### PDN straps and rails

The bar under the picture is 20 µm long. Pins as bars on the die edge.
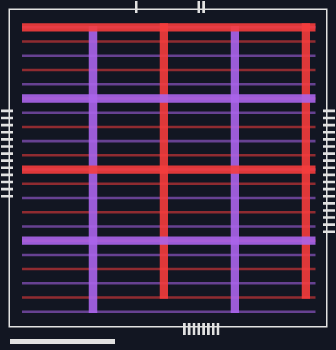
### Placement by cell class

Fill, decap, tap and diode cells in gray.
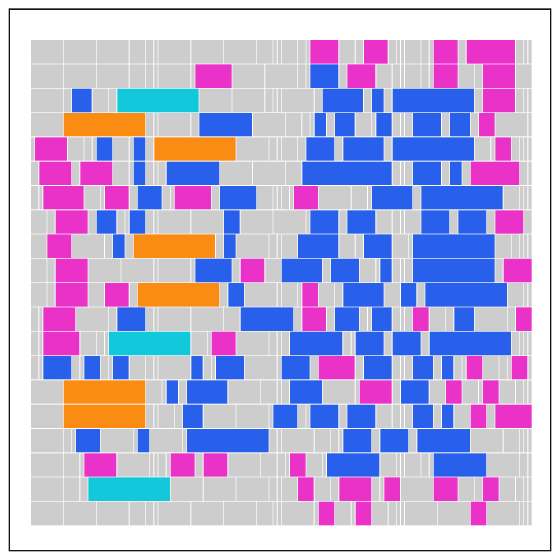
### Routed clock nets over the placement

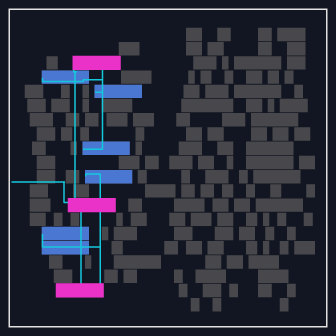
### Metal layers overlaid

The bar under the picture is 20 µm long. Two of the layers only.
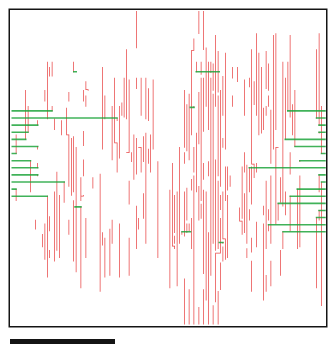
### Clock nets

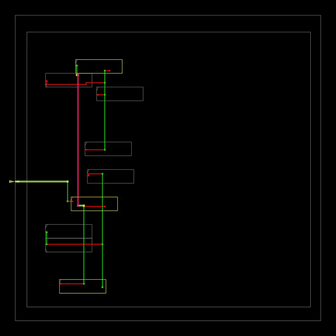
--- src/rtl/pipe_ctrl_pkg.sv ---
// Shared types and constants for the pipeline hazard controller.
// Holds the tuse/tnew timing types, mult/div latencies and the FSM state encoding.
package pipe_ctrl_pkg;

  typedef logic [1:0] tuse_t;
  typedef logic [1:0] tnew_t;

  localparam logic [3:0] MULT_LAT = 4'd5;
  localparam logic [3:0] DIV_LAT  = 4'd10;

  typedef enum logic {
    RUN   = 1'b0,
    FLUSH = 1'b1
  } pipe_state_e;

  // A source stalls when a younger producer still needs more cycles than the consumer can wait.
  function automatic logic srcHazard(input logic [4:0] src, input tuse_t tuse,
                                     input logic [4:0] eWa, input tnew_t eTnew,
                                     input logic [4:0] mWa, input tnew_t mTnew);
    return (src != 5'd0) &&
           (((src == eWa) && (eTnew > tuse)) || ((src == mWa) && (mTnew > tuse)));
  endfunction

  function automatic logic [3:0] mdLatency(input logic isDiv);
    return isDiv ? DIV_LAT : MULT_LAT;
  endfunction

endpackage

--- src/rtl/pipe_ctrl_if.sv ---
// Bundle of pipeline-stage hazard inputs and stall/flush control outputs.
// The master side drives the stage information; the slave side is the controller.
interface pipe_ctrl_if;
  import pipe_ctrl_pkg::*;

  logic [4:0] d_rs;
  logic [4:0] d_rt;
  tuse_t      d_rs_tuse;
  tuse_t      d_rt_tuse;
  logic [4:0] e_wa;
  logic [4:0] m_wa;
  tnew_t      e_tnew;
  tnew_t      m_tnew;
  logic       d_is_md;
  logic       e_md_start;
  logic       e_md_div;
  logic       d_eret;
  logic       e_mtc0_epc;
  logic       m_mtc0_epc;
  logic       exc_req;

  logic       pc_we;
  logic       d_we;
  logic       e_clr;
  logic       req_out;
  logic       md_busy;

  modport master (
    output d_rs, d_rt, d_rs_tuse, d_rt_tuse, e_wa, m_wa, e_tnew, m_tnew,
           d_is_md, e_md_start, e_md_div, d_eret, e_mtc0_epc, m_mtc0_epc, exc_req,
    input  pc_we, d_we, e_clr, req_out, md_busy
  );

  modport slave (
    input  d_rs, d_rt, d_rs_tuse, d_rt_tuse, e_wa, m_wa, e_tnew, m_tnew,
           d_is_md, e_md_start, e_md_div, d_eret, e_mtc0_epc, m_mtc0_epc, exc_req,
    output pc_we, d_we, e_clr, req_out, md_busy
  );

endinterface

--- src/rtl/pipe_ctrl_md_busy_cnt.sv ---
// Mult/div busy counter: loads the unit latency on an issue and counts down to idle.
// A new issue restarts the count; an issue squashed by an exception is ignored.
module md_busy_cnt
  import pipe_ctrl_pkg::*;
(
  input  logic clk,
  input  logic reset,
  input  logic start_i,
  input  logic div_i,
  input  logic kill_i,
  output logic busy_o
);

  logic [3:0] mdCnt_q;
  logic [3:0] mdCnt_d;

  always_comb begin
    mdCnt_d = mdCnt_q;
    if (start_i && !kill_i) begin
      mdCnt_d = mdLatency(div_i);
    end else if (mdCnt_q != 4'd0) begin
      mdCnt_d = mdCnt_q - 4'd1;
    end
  end

  always_ff @(posedge clk or negedge reset) begin
    if (!reset) begin
      mdCnt_q <= 4'd0;
    end else begin
      mdCnt_q <= mdCnt_d;
    end
  end

  assign busy_o = (mdCnt_q != 4'd0);

endmodule

--- src/rtl/pipe_ctrl.sv ---
// Pipeline stall/flush controller: data, mult/div and ERET hazards plus exception flush FSM.
// Optional stall cycle counter port is built only when PIPE_STALL_CNT_EN is defined.
module pipe_ctrl
  import pipe_ctrl_pkg::*;
(
  input  logic        clk,
  input  logic        reset,
  pipe_ctrl_if.slave  bus
`ifdef PIPE_STALL_CNT_EN
  ,
  output logic [31:0] stall_cnt
`endif
);

  pipe_state_e state_q;
  logic        inFlush_q;
  logic        mdBusy;
  logic        dataHaz;
  logic        mdHaz;
  logic        eretHaz;
  logic        stall;

  md_busy_cnt u_md_busy_cnt (
    .clk     (clk),
    .reset   (reset),
    .start_i (bus.e_md_start),
    .div_i   (bus.e_md_div),
    .kill_i  (bus.exc_req),
    .busy_o  (mdBusy)
  );

  // While flushing, D and E hold bubbles, so only the mult/div unit can still block.
  always_comb begin
    dataHaz = srcHazard(bus.d_rs, bus.d_rs_tuse, bus.e_wa, bus.e_tnew, bus.m_wa, bus.m_tnew) ||
              srcHazard(bus.d_rt, bus.d_rt_tuse, bus.e_wa, bus.e_tnew, bus.m_wa, bus.m_tnew);
    eretHaz = bus.d_eret && (bus.e_mtc0_epc || bus.m_mtc0_epc);
    mdHaz   = bus.d_is_md && (mdBusy || bus.e_md_start);
    stall   = mdHaz || (!inFlush_q && (dataHaz || eretHaz));
  end

  always_comb begin
    bus.pc_we = 1'b1;
    bus.d_we  = 1'b1;
    bus.e_clr = 1'b0;
    if (!bus.exc_req && stall) begin
      bus.pc_we = 1'b0;
      bus.d_we  = 1'b0;
      bus.e_clr = 1'b1;
    end
  end

  assign bus.req_out = bus.exc_req;
  assign bus.md_busy = mdBusy;

  // A flush lasts exactly one cycle; a request arriving during it is not re-armed.
  always_ff @(posedge clk or negedge reset) begin
    if (!reset) begin
      state_q   <= RUN;
      inFlush_q <= 1'b0;
    end else begin
      case (state_q)
        RUN: begin
          if (bus.exc_req) begin
            state_q   <= FLUSH;
            inFlush_q <= 1'b1;
          end
        end
        FLUSH: begin
          state_q   <= RUN;
          inFlush_q <= 1'b0;
        end
        default: begin
          state_q   <= RUN;
          inFlush_q <= 1'b0;
        end
      endcase
    end
  end

`ifdef PIPE_STALL_CNT_EN
  logic [31:0] stallCnt_q;

  always_ff @(posedge clk or negedge reset) begin
    if (!reset) begin
      stallCnt_q <= 32'd0;
    end else if (stall && !bus.exc_req) begin
      stallCnt_q <= stallCnt_q + 32'd1;
    end
  end

  assign stall_cnt = stallCnt_q;
`endif

endmodule

--- src/flat_wrapper.sv ---
// flat-port wrapper written by rule: the top's interface ports become plain ports
module pipe_ctrl_flat import pipe_ctrl_pkg::*;
  (clk, reset, bus_d_rs, bus_d_rt, bus_d_rs_tuse, bus_d_rt_tuse, bus_e_wa, bus_m_wa, bus_e_tnew, bus_m_tnew, bus_d_is_md, bus_e_md_start, bus_e_md_div, bus_d_eret, bus_e_mtc0_epc, bus_m_mtc0_epc, bus_exc_req, bus_pc_we, bus_d_we, bus_e_clr, bus_req_out, bus_md_busy);
  pipe_ctrl_if bus_i ();
  input  logic clk;
  input  logic reset;
  input wire logic [$bits(bus_i.d_rs)-1:0] bus_d_rs;
  input wire logic [$bits(bus_i.d_rt)-1:0] bus_d_rt;
  input wire logic [$bits(bus_i.d_rs_tuse)-1:0] bus_d_rs_tuse;
  input wire logic [$bits(bus_i.d_rt_tuse)-1:0] bus_d_rt_tuse;
  input wire logic [$bits(bus_i.e_wa)-1:0] bus_e_wa;
  input wire logic [$bits(bus_i.m_wa)-1:0] bus_m_wa;
  input wire logic [$bits(bus_i.e_tnew)-1:0] bus_e_tnew;
  input wire logic [$bits(bus_i.m_tnew)-1:0] bus_m_tnew;
  input wire logic [$bits(bus_i.d_is_md)-1:0] bus_d_is_md;
  input wire logic [$bits(bus_i.e_md_start)-1:0] bus_e_md_start;
  input wire logic [$bits(bus_i.e_md_div)-1:0] bus_e_md_div;
  input wire logic [$bits(bus_i.d_eret)-1:0] bus_d_eret;
  input wire logic [$bits(bus_i.e_mtc0_epc)-1:0] bus_e_mtc0_epc;
  input wire logic [$bits(bus_i.m_mtc0_epc)-1:0] bus_m_mtc0_epc;
  input wire logic [$bits(bus_i.exc_req)-1:0] bus_exc_req;
  output wire logic [$bits(bus_i.pc_we)-1:0] bus_pc_we;
  output wire logic [$bits(bus_i.d_we)-1:0] bus_d_we;
  output wire logic [$bits(bus_i.e_clr)-1:0] bus_e_clr;
  output wire logic [$bits(bus_i.req_out)-1:0] bus_req_out;
  output wire logic [$bits(bus_i.md_busy)-1:0] bus_md_busy;
  assign bus_i.d_rs = bus_d_rs;
  assign bus_i.d_rt = bus_d_rt;
  assign bus_i.d_rs_tuse = bus_d_rs_tuse;
  assign bus_i.d_rt_tuse = bus_d_rt_tuse;
  assign bus_i.e_wa = bus_e_wa;
  assign bus_i.m_wa = bus_m_wa;
  assign bus_i.e_tnew = bus_e_tnew;
  assign bus_i.m_tnew = bus_m_tnew;
  assign bus_i.d_is_md = bus_d_is_md;
  assign bus_i.e_md_start = bus_e_md_start;
  assign bus_i.e_md_div = bus_e_md_div;
  assign bus_i.d_eret = bus_d_eret;
  assign bus_i.e_mtc0_epc = bus_e_mtc0_epc;
  assign bus_i.m_mtc0_epc = bus_m_mtc0_epc;
  assign bus_i.exc_req = bus_exc_req;
  assign bus_pc_we = bus_i.pc_we;
  assign bus_d_we = bus_i.d_we;
  assign bus_e_clr = bus_i.e_clr;
  assign bus_req_out = bus_i.req_out;
  assign bus_md_busy = bus_i.md_busy;
  pipe_ctrl u_core (.clk(clk), .reset(reset), .bus(bus_i));
endmodule
--- config.mk ---
export PLATFORM = sky130hd
export DESIGN_NAME = pipe_ctrl_flat
export DESIGN_NICKNAME = d
export VERILOG_FILES = /design/src/rtl/pipe_ctrl_pkg.sv /design/src/rtl/pipe_ctrl_if.sv /design/src/rtl/pipe_ctrl_md_busy_cnt.sv /design/src/rtl/pipe_ctrl.sv /design/src/flat_wrapper.sv
export SDC_FILE = /design/constraint.sdc
export NUM_CORES = 1
export LEC_CHECK = 0
export CELL_PAD_IN_SITES_DETAIL_PLACEMENT = 1
export CELL_PAD_IN_SITES_GLOBAL_PLACEMENT = 1
export CORE_MARGIN = 2
export CORE_UTILIZATION = 24
export CTS_BUF_LIST = sky130_fd_sc_hd__clkbuf_16
export DETAILED_ROUTE_END_ITERATION = 6
export PLACE_DENSITY = 0.74
export SLEW_MARGIN = 20
export SYNTH_ARGS = -nofsm -noshare
export SYNTH_HDL_FRONTEND = slang
export SYNTH_SLANG_ARGS = --single-unit
export TNS_END_PERCENT = 10
--- constraint.sdc ---
create_clock -name clk -period 1.51 [get_ports clk]
set_input_delay 0.151 -clock clk [delete_from_list [all_inputs] [get_ports clk]]
set_output_delay 0.151 -clock clk [all_outputs]
set_load 0.02 [all_outputs]
==> CHANGELOG.md <==
### Implementation results

- WL final: 3040 µm
- Fin. Hold Viols: 0
- Residual DRC: 0
- 1st-iter DRT viols: 15
- PortBufs: 41
- Min Tclk post-route: 1.70 ns
- Placed cell count: 185
- Number of vias per cell: 4.73
- Ys cells: 90
- Nets: 194
- # hold bufs at CTS: 0
- Slew headroom: 75.3%
- GPL Wtd Cong: 0.806
- Boundary pin count: 42
- Metal2 WL: 1710 µm
- Average size of a mapped cell: 8.49 µm²
- Met3 routed WL: 171 µm
- Netlist cell types: 25
- Cell taking the most area after synthesis: dfrtp_1
- WS Path Type: reg -> out
- Area share, top type: 19.6%
- Row count: 20
- First-pass GRT wire length: 4660 µm
- Startpoint types: flop
- Post-Syn Area: 764 µm²
- Fmax: 589 MHz
- Reg2Reg Depth: 5
- Initial DRT Pass Iterations: 3
- Die area: 0.00365 mm²
- Tool Warnings: 30
- Worst Path Arrival: 1.55 ns
- Most frequent logic cell in the layout: buf_4
- Max-capacitance violation count: 0
- Hold Worst Slack: 0.176 ns
- Maximum fanout along the worst path: 3
- Leak pwr: 0.666 nW
- CTS max path bufs: 2
- Number of global-route vias before repair: 1051
- FF-to-FF setup slack: 0.16 ns
- Area grow syn2layout: 102%
- WL met1: 1070 µm
- Total GRT Usage: 17.8%
- Layout cell share with drive strength beyond 1: 51.7%
- Synth Seq Share: 19.6%
- Violated checks: setup timing
- Reg2reg start: u_core.u_md_busy_cnt.mdCnt_q[2]$_DFFE_PN0P_
- Worst setup EP type: output pin
- Largest net degree at the start of global routing: 7
- Post-DP Area: 0.00131 mm²
- Pre-CTS WS: -1.14 ns
- Routed Antenna Nets: 0
- Ant. Diodes: 0
- Antenna violations before repair: 0
- Period utilisation layout: 112%
- Synth warnings: 0
- Pin slew with the least headroom to its limit: 0.366 ns
- GRT overflow: 0
- Yosys stat area: 764 µm²
- Final setup violation count: 3
- Outcome: complete, but fails checks
- Slew Limit Fails: 0
- Most numerous logic cells after layout: 13 x buf_4, 11 x clkbuf_2, 9 x xnor2_1
- Min-Delay Path Class: in -> async
- P per Cell Area: 945 mW/mm²
- Final cell count without fillers: 189
- Synth Instances: 90
- Top cells, area: dfrtp_1 20%, ha_1 16%, xnor2_1 16%
- CTS clk-pin slew, worst paths: 0.03 ns
- Worst setup margin: -0.187 ns
- CTS tree: yes
## Picture notes: 'PDN straps and rails'
| color | net |
|---|---|
| purple | VSS |
| red | VDD |
met5 straps: 4
met4 straps: 4
die width: 60.4 µm
Peak VDD IR: 940 µV
Core Area: 0.00305 mm²

## Picture notes: 'Placement by cell class'
| color | class | cells | share of their area |
|---|---|---|---|
| cyan | clock-net drivers | 3 | 5.0% |
| blue | remaining logic cells | 82 | 56% |
| magenta | remaining buffers and delay cells | 54 | 29% |
| orange | registers | 6 | 10% |
final instance area: 0.00155 mm²
Seq/total area: 9.71%

## Picture notes: 'Routed clock nets over the placement'
[magenta] clock-net drivers | count: 3
[blue] flip-flops | count: 6
[cyan] clock wires | length: 141 µm
routed clock nets: 4
Setup Skew: 0.0000680 ns
Clk. pwr: 436 µW
Clk Latency, worst-skew pair: 0.23 ns

## Picture notes: 'Metal layers overlaid'
| color | layer | wire length |
|---|---|---|
| red | M2 | 1710 µm |
| green | M3 | 171 µm |
via count: 894
WL/cell: 16.1 µm

## Picture notes: 'Clock nets'
clk sink count: 6
flop count: 6
Clock buffer cells: 3
Inserted Clock Buffers: 3

-- sequential cells by signal, indices dropped and copies added, names as in the netlist --
name / cells
u_core.u_md_busy_cnt.mdCnt_q: 4
u_core.state_q: 1
u_core.inFlush_q: 1
-- per-stage QoR --
step / setup TNS [ns] / power (mW) / utilization, %
5_1_grt: -0.670 / 1.57 / 50.7
3_5_place_dp: -3.41 / 0.944 / 43.0
2_1_floorplan: -0.176 / 0.603 / -
3_3_place_gp: -3.27 / 0.903 / 43.0
4_1_cts: -0.831 / 1.45 / 50.0
6_report: -0.522 / 1.46 / 50.7
-- layout make-up --
cell class,count,area [µm²]
multi-input cells,73,786
repair buffers,54,437
well taps,44,55.1
inverters,9,43.8
flip-flops and latches,6,150
clock buffers,3,75.1
fillers,360,1510
-- worst max-delay path, stage by stage (launching register included) --
cell     delay [ns]
dfrtp_1        0.37
inv_2          0.06
ha_4           0.17
nand2_4        0.07
o21ai_4        0.06
a21o_1         0.19
a41o_2         0.26
buf_6          0.14
-- cells by family after synthesis --
kind of cell             after synthesis  synth area share [%]
AND/OR/NAND/NOR                       23                  16.7
XOR/XNOR                              22                  25.2
AND-OR/OR-AND                         18                  15.7
buffers and inverters                 11                  6.38
adder cells (fa/ha/maj)               10                  16.4
flip-flops                             6                  19.6
-- where the power goes --
| part | internal [mW] | leakage, nW | switching, mW | total, mW |
|---|---|---|---|---|
| logic | 0.407 | 0.558 | 0.360 | 0.766 |
| clock network | 0.340 | 0.0370 | 0.0954 | 0.436 |
| registers | 0.222 | 0.0709 | 0.0363 | 0.259 |
-- cell usage after synthesis --
| library cell | instances |
|---|---|
| o22ai_1 | 2 |
| nand2b_1 | 1 |
| nor4_1 | 2 |
| inv_1 | 9 |
| nor2_1 | 4 |
| buf_4 | 2 |
| or3_1 | 1 |
| a21oi_1 | 6 |
| dfrtp_1 | 6 |
| a21o_1 | 2 |
| a2111oi_2 | 1 |
| nor2b_1 | 2 |
| xor2_1 | 8 |
| o21ai_0 | 4 |
| a41o_1 | 1 |
| nand4_1 | 3 |
| nand2_1 | 5 |
| or4_1 | 2 |
| a31o_2 | 1 |
| nand3_1 | 1 |
| ha_1 | 10 |
| a41oi_1 | 1 |
| xnor2_1 | 14 |
| nor3_1 | 1 |
| nor4_2 | 1 |
-- worst max-delay path by stage --
stage                                                           start   endpoint  slack [ns]  cells past startpoint
after floorplan                                      bus_d_rs_tuse[1]  bus_e_clr       -0.09                      7
after global placement                               bus_d_rs_tuse[1]  bus_e_clr       -1.09                      9
after detailed placement                             bus_d_rs_tuse[1]  bus_e_clr       -1.14                      9
after CTS                                               bus_e_tnew[1]   bus_d_we       -0.29                      8
after global routing      u_core.u_md_busy_cnt.mdCnt_q[1]$_DFFE_PN0P_   bus_d_we       -0.23                      7
final                     u_core.u_md_busy_cnt.mdCnt_q[1]$_DFFE_PN0P_   bus_d_we       -0.19                      7
-- metal layers --
metal | vias up | track usage [%]
li1 | 427 | -
met1 | 424 | 17.2
met2 | 37 | 37.1
met3 | 6 | 2.35
met4 | 0 | 7.14
met5 | - | 0
Power figures rest on the tool's default switching activity, not on a simulated workload.
